===== src/rtl/mbscore_alu_operand_stage_pkg.sv =====
// Shared widths and operand-select codes for the ALU operand stage.
package mbscore_alu_operand_stage_pkg;

  localparam int DATA_WIDTH     = 32;
  localparam int IMM_WIDTH      = 16;
  localparam int REG_ADDR_WIDTH = 5;
  localparam int ALU_SEL_WIDTH  = 3;
  localparam int FWD_PORTS      = 2;

  typedef enum logic [ALU_SEL_WIDTH-1:0] {
    ALU_SEL_REG    = 3'd0,
    ALU_SEL_IMM_ZX = 3'd1,
    ALU_SEL_IMM_SX = 3'd2,
    ALU_SEL_IMM_HI = 3'd3,
    ALU_SEL_SHAMT  = 3'd4,
    ALU_SEL_ZERO   = 3'd5
  } alu_sel_e;

endpackage


===== src/rtl/mbscore_alu_operand_stage_if.sv =====
// Decode-side and ALU-side signals of the operand stage, grouped as one bundle.
// Handshake: a transfer happens on a rising edge where valid && ready; a producer
// holds valid and its payload stable until that edge, and ready never depends on valid.
interface mbscore_alu_operand_stage_if
  import mbscore_alu_operand_stage_pkg::*;
#(
  parameter int DATA_W  = DATA_WIDTH,
  parameter int IMM_W   = IMM_WIDTH,
  parameter int SEL_W   = ALU_SEL_WIDTH,
  parameter int RADDR_W = REG_ADDR_WIDTH,
  parameter int NUM_FWD = FWD_PORTS
);
  logic                       flush;
  logic                       in_valid;
  logic                       in_ready;
  logic [IMM_W-1:0]           imm;
  logic [SEL_W-1:0]           sel_a;
  logic [SEL_W-1:0]           sel_b;
  logic [RADDR_W-1:0]         rs_addr;
  logic [RADDR_W-1:0]         rt_addr;
  logic [DATA_W-1:0]          rs_data;
  logic [DATA_W-1:0]          rt_data;
  logic [NUM_FWD-1:0]         fwd_valid;
  logic [NUM_FWD*RADDR_W-1:0] fwd_addr;
  logic [NUM_FWD*DATA_W-1:0]  fwd_data;
  logic                       out_valid;
  logic                       out_ready;
  logic [DATA_W-1:0]          alu_a;
  logic [DATA_W-1:0]          alu_b;

  modport master (
    output flush, in_valid, imm, sel_a, sel_b, rs_addr, rt_addr, rs_data, rt_data,
           fwd_valid, fwd_addr, fwd_data, out_ready,
    input  in_ready, out_valid, alu_a, alu_b
  );

  modport slave (
    input  flush, in_valid, imm, sel_a, sel_b, rs_addr, rt_addr, rs_data, rt_data,
           fwd_valid, fwd_addr, fwd_data, out_ready,
    output in_ready, out_valid, alu_a, alu_b
  );

endinterface


===== src/rtl/mbscore_skid_buffer.sv =====
// Two-entry FIFO skid buffer. The head register drives the output directly, so it
// keeps the last popped value while empty; in_ready is registered from next count.
module mbscore_skid_buffer #(
  parameter int WIDTH = 64
) (
  input  logic             clk,
  input  logic             rst_n,
  input  logic             flush,
  input  logic             in_valid,
  output logic             in_ready,
  input  logic [WIDTH-1:0] in_data,
  output logic             out_valid,
  input  logic             out_ready,
  output logic [WIDTH-1:0] out_data,
  output logic [1:0]       count
);

  logic [WIDTH-1:0] head_q, head_d;
  logic [WIDTH-1:0] tail_q, tail_d;
  logic [1:0]       count_q, count_d;
  logic             in_ready_q;
  logic             push, pop;

  assign push = in_valid && in_ready_q;
  assign pop  = (count_q != 2'd0) && out_ready;

  always_comb begin
    head_d  = head_q;
    tail_d  = tail_q;
    count_d = count_q;
    if (flush) begin
      count_d = 2'd0;
    end else begin
      case ({push, pop})
        2'b10: begin
          if (count_q == 2'd0) head_d = in_data;
          else                 tail_d = in_data;
          count_d = count_q + 2'd1;
        end
        2'b01: begin
          if (count_q == 2'd2) head_d = tail_q;
          count_d = count_q - 2'd1;
        end
        2'b11: begin
          // Head leaves this cycle; the older tail (if any) moves up ahead of the new entry.
          if (count_q == 2'd2) begin
            head_d = tail_q;
            tail_d = in_data;
          end else begin
            head_d = in_data;
          end
        end
        default: ;
      endcase
    end
  end

  always_ff @(posedge clk or negedge rst_n) begin
    if (!rst_n) begin
      head_q     <= '0;
      tail_q     <= '0;
      count_q    <= 2'd0;
      in_ready_q <= 1'b1;
    end else begin
      head_q     <= head_d;
      tail_q     <= tail_d;
      count_q    <= count_d;
      in_ready_q <= (count_d != 2'd2);
    end
  end

  assign in_ready  = in_ready_q;
  assign out_valid = (count_q != 2'd0);
  assign out_data  = head_q;
  assign count     = count_q;

endmodule


===== src/rtl/mbscore_alu_operand_stage.sv =====
// ALU operand-select stage: forwards RAW hazards, extends immediates, selects A/B
// and hands the pair to the ALU through a 2-entry skid buffer.
module mbscore_alu_operand_stage
  import mbscore_alu_operand_stage_pkg::*;
#(
  parameter int DATA_W  = DATA_WIDTH,
  parameter int IMM_W   = IMM_WIDTH,
  parameter int SEL_W   = ALU_SEL_WIDTH,
  parameter int RADDR_W = REG_ADDR_WIDTH,
  parameter int NUM_FWD = FWD_PORTS
) (
  input  logic                         clk,
  input  logic                         rst_n,
  mbscore_alu_operand_stage_if.slave   bus,
  output logic [1:0]                   count
);

  logic [DATA_W-1:0] rs_res, rt_res;
  logic [DATA_W-1:0] imm_zx, imm_sx, imm_hi, imm_sh;
  logic [DATA_W-1:0] op_a, op_b;

  function automatic logic [DATA_W-1:0] pick_operand(
    input logic [SEL_W-1:0]  sel,
    input logic [DATA_W-1:0] reg_val,
    input logic [DATA_W-1:0] zx,
    input logic [DATA_W-1:0] sx,
    input logic [DATA_W-1:0] hi,
    input logic [DATA_W-1:0] sh
  );
    case (sel)
      ALU_SEL_REG:    return reg_val;
      ALU_SEL_IMM_ZX: return zx;
      ALU_SEL_IMM_SX: return sx;
      ALU_SEL_IMM_HI: return hi;
      ALU_SEL_SHAMT:  return sh;
      default:        return '0;
    endcase
  endfunction

  // Walk from oldest to youngest so the lowest matching index is the one that sticks.
  always_comb begin
    rs_res = bus.rs_data;
    rt_res = bus.rt_data;
    for (int i = NUM_FWD - 1; i >= 0; i--) begin
      if (bus.fwd_valid[i] && (bus.rs_addr != '0) &&
          (bus.fwd_addr[i*RADDR_W +: RADDR_W] == bus.rs_addr))
        rs_res = bus.fwd_data[i*DATA_W +: DATA_W];
      if (bus.fwd_valid[i] && (bus.rt_addr != '0) &&
          (bus.fwd_addr[i*RADDR_W +: RADDR_W] == bus.rt_addr))
        rt_res = bus.fwd_data[i*DATA_W +: DATA_W];
    end
  end

  assign imm_zx = {{(DATA_W-IMM_W){1'b0}}, bus.imm};
  assign imm_sx = {{(DATA_W-IMM_W){bus.imm[IMM_W-1]}}, bus.imm};
  assign imm_hi = {bus.imm, {(DATA_W-IMM_W){1'b0}}};
  assign imm_sh = {{(DATA_W-5){1'b0}}, bus.imm[10:6]};

  assign op_a = pick_operand(bus.sel_a, rs_res, imm_zx, imm_sx, imm_hi, imm_sh);
  assign op_b = pick_operand(bus.sel_b, rt_res, imm_zx, imm_sx, imm_hi, imm_sh);

  mbscore_skid_buffer #(
    .WIDTH (2*DATA_W)
  ) u_skid (
    .clk       (clk),
    .rst_n     (rst_n),
    .flush     (bus.flush),
    .in_valid  (bus.in_valid),
    .in_ready  (bus.in_ready),
    .in_data   ({op_a, op_b}),
    .out_valid (bus.out_valid),
    .out_ready (bus.out_ready),
    .out_data  ({bus.alu_a, bus.alu_b}),
    .count     (count)
  );

endmodule


===== src/flat_wrapper.sv =====
// flat-port wrapper written by rule: the top's interface ports become plain ports
module mbscore_alu_operand_stage_flat import mbscore_alu_operand_stage_pkg::*;
#(
  parameter int DATA_W  = DATA_WIDTH,
  parameter int IMM_W   = IMM_WIDTH,
  parameter int SEL_W   = ALU_SEL_WIDTH,
  parameter int RADDR_W = REG_ADDR_WIDTH,
  parameter int NUM_FWD = FWD_PORTS
)
  (clk, rst_n, count, bus_flush, bus_in_valid, bus_imm, bus_sel_a, bus_sel_b, bus_rs_addr, bus_rt_addr, bus_rs_data, bus_rt_data, bus_fwd_valid, bus_fwd_addr, bus_fwd_data, bus_out_ready, bus_in_ready, bus_out_valid, bus_alu_a, bus_alu_b);
  mbscore_alu_operand_stage_if #(.DATA_W(DATA_W), .IMM_W(IMM_W), .SEL_W(SEL_W), .RADDR_W(RADDR_W), .NUM_FWD(NUM_FWD)) bus_i ();
  input  logic clk;
  input  logic rst_n;
  output logic [1:0] count;
  input wire logic [$bits(bus_i.flush)-1:0] bus_flush;
  input wire logic [$bits(bus_i.in_valid)-1:0] bus_in_valid;
  input wire logic [$bits(bus_i.imm)-1:0] bus_imm;
  input wire logic [$bits(bus_i.sel_a)-1:0] bus_sel_a;
  input wire logic [$bits(bus_i.sel_b)-1:0] bus_sel_b;
  input wire logic [$bits(bus_i.rs_addr)-1:0] bus_rs_addr;
  input wire logic [$bits(bus_i.rt_addr)-1:0] bus_rt_addr;
  input wire logic [$bits(bus_i.rs_data)-1:0] bus_rs_data;
  input wire logic [$bits(bus_i.rt_data)-1:0] bus_rt_data;
  input wire logic [$bits(bus_i.fwd_valid)-1:0] bus_fwd_valid;
  input wire logic [$bits(bus_i.fwd_addr)-1:0] bus_fwd_addr;
  input wire logic [$bits(bus_i.fwd_data)-1:0] bus_fwd_data;
  input wire logic [$bits(bus_i.out_ready)-1:0] bus_out_ready;
  output wire logic [$bits(bus_i.in_ready)-1:0] bus_in_ready;
  output wire logic [$bits(bus_i.out_valid)-1:0] bus_out_valid;
  output wire logic [$bits(bus_i.alu_a)-1:0] bus_alu_a;
  output wire logic [$bits(bus_i.alu_b)-1:0] bus_alu_b;
  assign bus_i.flush = bus_flush;
  assign bus_i.in_valid = bus_in_valid;
  assign bus_i.imm = bus_imm;
  assign bus_i.sel_a = bus_sel_a;
  assign bus_i.sel_b = bus_sel_b;
  assign bus_i.rs_addr = bus_rs_addr;
  assign bus_i.rt_addr = bus_rt_addr;
  assign bus_i.rs_data = bus_rs_data;
  assign bus_i.rt_data = bus_rt_data;
  assign bus_i.fwd_valid = bus_fwd_valid;
  assign bus_i.fwd_addr = bus_fwd_addr;
  assign bus_i.fwd_data = bus_fwd_data;
  assign bus_i.out_ready = bus_out_ready;
  assign bus_in_ready = bus_i.in_ready;
  assign bus_out_valid = bus_i.out_valid;
  assign bus_alu_a = bus_i.alu_a;
  assign bus_alu_b = bus_i.alu_b;
  mbscore_alu_operand_stage #(.DATA_W(DATA_W), .IMM_W(IMM_W), .SEL_W(SEL_W), .RADDR_W(RADDR_W), .NUM_FWD(NUM_FWD)) u_core (.clk(clk), .rst_n(rst_n), .bus(bus_i), .count(count));
endmodule

===== config.mk =====
export PLATFORM = sky130hd
export DESIGN_NAME = mbscore_alu_operand_stage_flat
export DESIGN_NICKNAME = d
export VERILOG_FILES = /design/src/rtl/mbscore_alu_operand_stage_pkg.sv /design/src/rtl/mbscore_alu_operand_stage_if.sv /design/src/rtl/mbscore_skid_buffer.sv /design/src/rtl/mbscore_alu_operand_stage.sv /design/src/flat_wrapper.sv
export SDC_FILE = /design/constraint.sdc
export NUM_CORES = 1
export LEC_CHECK = 0
export ABC_AREA = 1
export ABC_CLOCK_PERIOD_IN_PS = 2400
export CAP_MARGIN = 20
export CORE_MARGIN = 4
export CORE_UTILIZATION = 35
export CTS_BUF_LIST = sky130_fd_sc_hd__clkbuf_4 sky130_fd_sc_hd__clkbuf_8
export CTS_CLUSTER_DIAMETER = 200
export CTS_CLUSTER_SIZE = 14
export DETAILED_ROUTE_END_ITERATION = 8
export PLACE_DENSITY = 0.57
export SKIP_CTS_REPAIR_TIMING = 1
export SYNTH_ARGS = -nofsm -noshare
export SYNTH_HDL_FRONTEND = slang
export SYNTH_HIERARCHICAL = 1
export SYNTH_SLANG_ARGS = --single-unit

===== constraint.sdc =====
create_clock -name clk -period 2.4 [get_ports clk]
set_input_delay 0.48 -clock clk [delete_from_list [all_inputs] [get_ports clk]]
set_output_delay 0.48 -clock clk [all_outputs]
set_load 0.05 [all_outputs]

Figure 1. Met3 routing.
(2 px per um) Cells faint in the background.
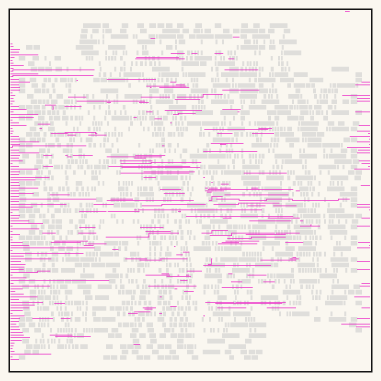
The layer carries 3,180 um of wire. 266 nets have wire on it. The longest straight run is 61.6 um. The wires run mostly horizontal.
routed vias: 11,500
met3 GRT Util: 0.0460
wire length after detailed routing: 40.7 mm

Figure 2. M1 wires.
(1.5 px per um) Supply wires on this layer in gray.
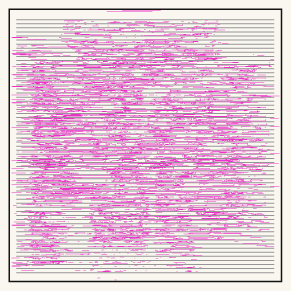
The wires run mostly horizontal. The layer carries 18,100 um of wire. 1,902 nets have wire on it.
met1 GRT Util: 0.342

Figure 3. Cell area per tile.
(2 px per um) The die is cut into 18 by 18 equal tiles; white is low, dark blue is high, 0 to 100% covered.
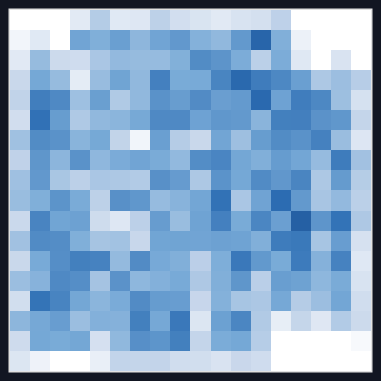
7.4% of the tiles are nearly empty. The mean over all tiles is 41%. 1.5% of the tiles are over 75% full. The fullest tile reaches 81%.

==> reports/summary.json <==
{
  "synthCells": {"value": 1710},
  "critical_path.cell_chain": {"value": "clkdlybuf4s50_1"},
  "cell_variety_after_synth": {"value": 30},
  "placed_cells": {"value": 2298},
  "post-dp-hpwl": {"value": 30.7, "unit": "mm"},
  "yosysCellCount": {"value": 1710},
  "die_height": {"value": 181, "unit": "um"},
  "synth_simple_gate_area_share": {"value": 0.496},
  "hold-worst-slack": {"value": 0.475, "unit": "ns"},
  "grtUsageTotal": {"value": 0.244},
  "yosysTopAreaCellShare": {"value": 0.312},
  "combinationalPower": {"value": 0.00678, "unit": "W"},
  "share_of_async_settable_or_async_resettable_flops_after_synthesis": {"value": 1.00},
  "power.static_leakage": {"value": 7.49, "unit": "nW"},
  "largest_area_cell": {"value": "sky130_fd_sc_hd__dfrtp_1"},
  "design.die.area": {"value": 32600, "unit": "sq um"},
  "die_width": {"value": 181, "unit": "um"},
  "post_drt_wl_per_cell": {"value": 17.5, "unit": "um"},
  "layoutNonFillerInstCount": {"value": 2331},
  "crit_slowest_cell": {"value": "sky130_fd_sc_hd__clkdlybuf4s50_1"},
  "clock_tree.buffer_depth": {"value": 2},
  "sw_frac_of_total": {"value": 0.489},
  "finalSetupViolCount": {"value": 0},
  "filler_cell_count": {"value": 3089},
  "final_design_area_no_fill": {"value": 14000, "unit": "sq um"},
  "total_i_o_pin_count": {"value": 245},
  "syn-mean-instance-area": {"value": 6.09, "unit": "sq um"},
  "sequentialPowerShare": {"value": 0.308},
  "syn_to_final_growth": {"value": 34.2, "unit": "%"},
  "yosys_register_bits": {"value": 131},
  "synth_top_cells_by_count": {"value": "778 x sky130_fd_sc_hd__nand2_1, 206 x sky130_fd_sc_hd__nand3_1, 195 x sky130_fd_sc_hd__inv_1"},
  "buffers_excl_clock": {"value": 308},
  "drt-pass1-iter-count": {"value": 5},
  "path_class": {"value": "flop to primary output"},
  "well_tap_count": {"value": 384},
  "finalMaxSlewViolations": {"value": 0},
  "place_area": {"value": 13600, "unit": "sq um"},
  "top_layer": {"value": "met5"},
  "yosys_most_used_dff": {"value": "sky130_fd_sc_hd__dfrtp_1"},
  "synth.logic.top_family": {"value": "simple AND/OR/NAND/NOR gates"},
  "first_pass_grt_wire_length": {"value": 63.9, "unit": "mm"},
  "min_period": {"value": 2.29, "unit": "ns"},
  "gpl_congestion": {"value": 0.966},
  "drive_above_1_share": {"value": 0.120},
  "openroad.warnings": {"value": 29},
  "biggestCellCategory": {"value": "logic gates"},
  "non_clock_buffer_area_share": {"value": 0.237},
  "tritoncts": {"value": "built"},
  "logic_area": {"value": 5680, "unit": "sq um"},
  "timing.critical_path.fanout_max": {"value": 6},
  "cp_top_family": {"value": "buffers and inverters"},
  "maximum_number_of_pins_on_one_net_before_global_route_repair": {"value": 65},
  "detail_route.drc_violations": {"value": 0},
  "arithmetic_cell_share_of_the_synthesized_area_counting_full_adders_half_adders_and_majority_gates": {"value": 0.00480},
  "post_synth_mux_area_share": {"value": 0},
  "portBuffers": {"value": 244},
  "drt_iter0_drc": {"value": 855},
  "total_number_of_h_tree_levels": {"value": 4},
  "routed-wl-met2": {"value": 18.8, "unit": "mm"},
  "clk_root_buffer_cell": {"value": "sky130_fd_sc_hd__clkbuf_8"},
  "core_region": {"value": 29000, "unit": "sq um"},
  "initCoreUtil": {"value": 0.359},
  "fraction_of_area_in_registers": {"value": 0.235},
  "slew_headroom": {"value": 0.467},
  "post_synth_instance_area": {"value": 10400, "unit": "sq um"},
  "netlist.top_cell.by_instances": {"value": "sky130_fd_sc_hd__nand2_1"},
  "power.density_cell_area": {"value": 892, "unit": "nW/um^2"},
  "n_all_inverters": {"value": 226},
  "wirelength_met1": {"value": 18.1, "unit": "mm"},
  "pwr.group.sequential": {"value": 0.00383, "unit": "W"},
  "combPwrFrac": {"value": 0.544},
  "area.sequential": {"value": 3280, "unit": "sq um"},
  "multi_input_gate_count": {"value": 1250},
  "max_cap_viols": {"value": 0},
  "clkSlewWorstSetupHoldPaths": {"value": 0.09, "unit": "ns"},
  "fmax": {"value": 437, "unit": "MHz"},
  "comb_area_frac": {"value": 0.406},
  "number_of_global_route_vias_before_repair": {"value": 11000},
  "cp-end-kind": {"value": "primary output"},
  "wl_met3": {"value": 3.18, "unit": "mm"},
  "worst_r2r_startpoint": {"value": "u_core/u_skid/count[1]"},
  "ys_sh_aoi": {"value": 0.0386},
  "synthXorXnorAreaFrac": {"value": 0.00168},
  "topCellsByArea": {"value": "sky130_fd_sc_hd__dfrtp_1 31%, sky130_fd_sc_hd__nand2_1 28%, sky130_fd_sc_hd__nand3_1 9.9%, sky130_fd_sc_hd__inv_1 7.0%, sky130_fd_sc_hd__nor3_1 3.2%"},
  "fin_total_pwr": {"value": 0.0125, "unit": "W"},
  "outcome": {"value": "completed"}
}
Figure 4. Routed clock nets over the placement.
(2 px per um)
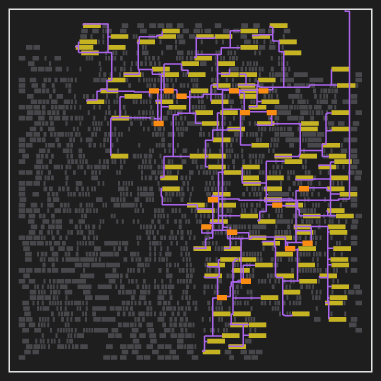
Key: orange = clock-net drivers [count 17]; purple = clock wires [length 2,040 um]; yellow = flip-flops [count 131]
There are 18 routed clock nets.
Worst Skew: 0.0131 ns
clock network fraction of total power: 0.148
power attributed to the clock group: 0.00185 W
later-pin clock latency in the skew report: 0.46 ns

Figure 5. Clock wiring as the flow saved it.
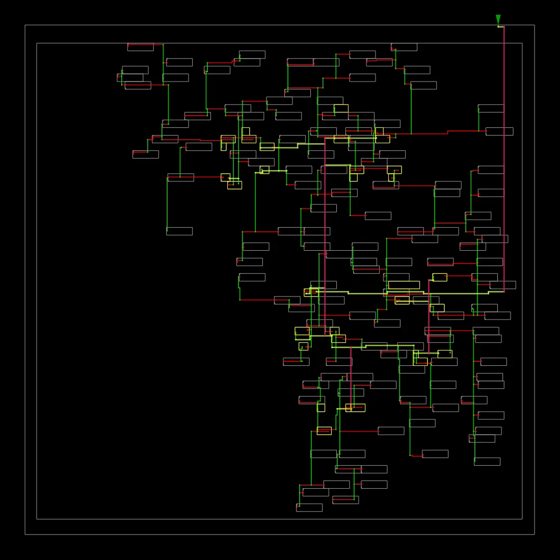
number of clock buffers inserted by TritonCTS: 17
CTS sink cnt: 131
number of flip-flops and latches: 131
count of clock-net buffers in the final layout: 20

==> cells in the final DEF, fill, tap and decap left out, types with 2 or more instances in the layout <==
master	Yosys	layout
sky130_fd_sc_hd__a21oi_1	35	34
sky130_fd_sc_hd__buf_12	0	31
sky130_fd_sc_hd__buf_4	12	32
sky130_fd_sc_hd__buf_6	21	2
sky130_fd_sc_hd__clkbuf_8	0	19
sky130_fd_sc_hd__clkdlybuf4s50_1	0	242
sky130_fd_sc_hd__clkinv_2	0	4
sky130_fd_sc_hd__clkinv_4	0	3
sky130_fd_sc_hd__clkinvlp_4	0	3
sky130_fd_sc_hd__dfrtp_1	130	130
sky130_fd_sc_hd__ha_1	4	4
sky130_fd_sc_hd__inv_1	195	194
sky130_fd_sc_hd__inv_2	31	32
sky130_fd_sc_hd__nand2_1	778	775
sky130_fd_sc_hd__nand2_2	52	55
sky130_fd_sc_hd__nand2_4	3	3
sky130_fd_sc_hd__nand3_1	206	206
sky130_fd_sc_hd__nand3_2	31	31
sky130_fd_sc_hd__nand4_1	3	3
sky130_fd_sc_hd__nor2_1	14	14
sky130_fd_sc_hd__nor2_4	7	8
sky130_fd_sc_hd__nor3_1	67	66
sky130_fd_sc_hd__o21ai_0	31	30
sky130_fd_sc_hd__o22ai_1	10	10
==> per-stage QoR <==
stage	worst slack, ns	util
6_report	0.114	0.482
2_1_floorplan	0.106	-
4_1_cts	0.0315	0.481
3_3_place_gp	-0.228	0.468
5_1_grt	0.0375	0.482
3_5_place_dp	-0.199	0.468
==> routing by layer <==
| layer | global-route usage | up-vias |
|---|---|---|
| met5 | 0 | - |
| met1 | 0.342 | 5252 |
| met3 | 0.0460 | 38 |
| met4 | 0.0529 | 2 |
| met2 | 0.395 | 491 |
| li1 | - | 5689 |
Power and IR drop assume default switching activity.
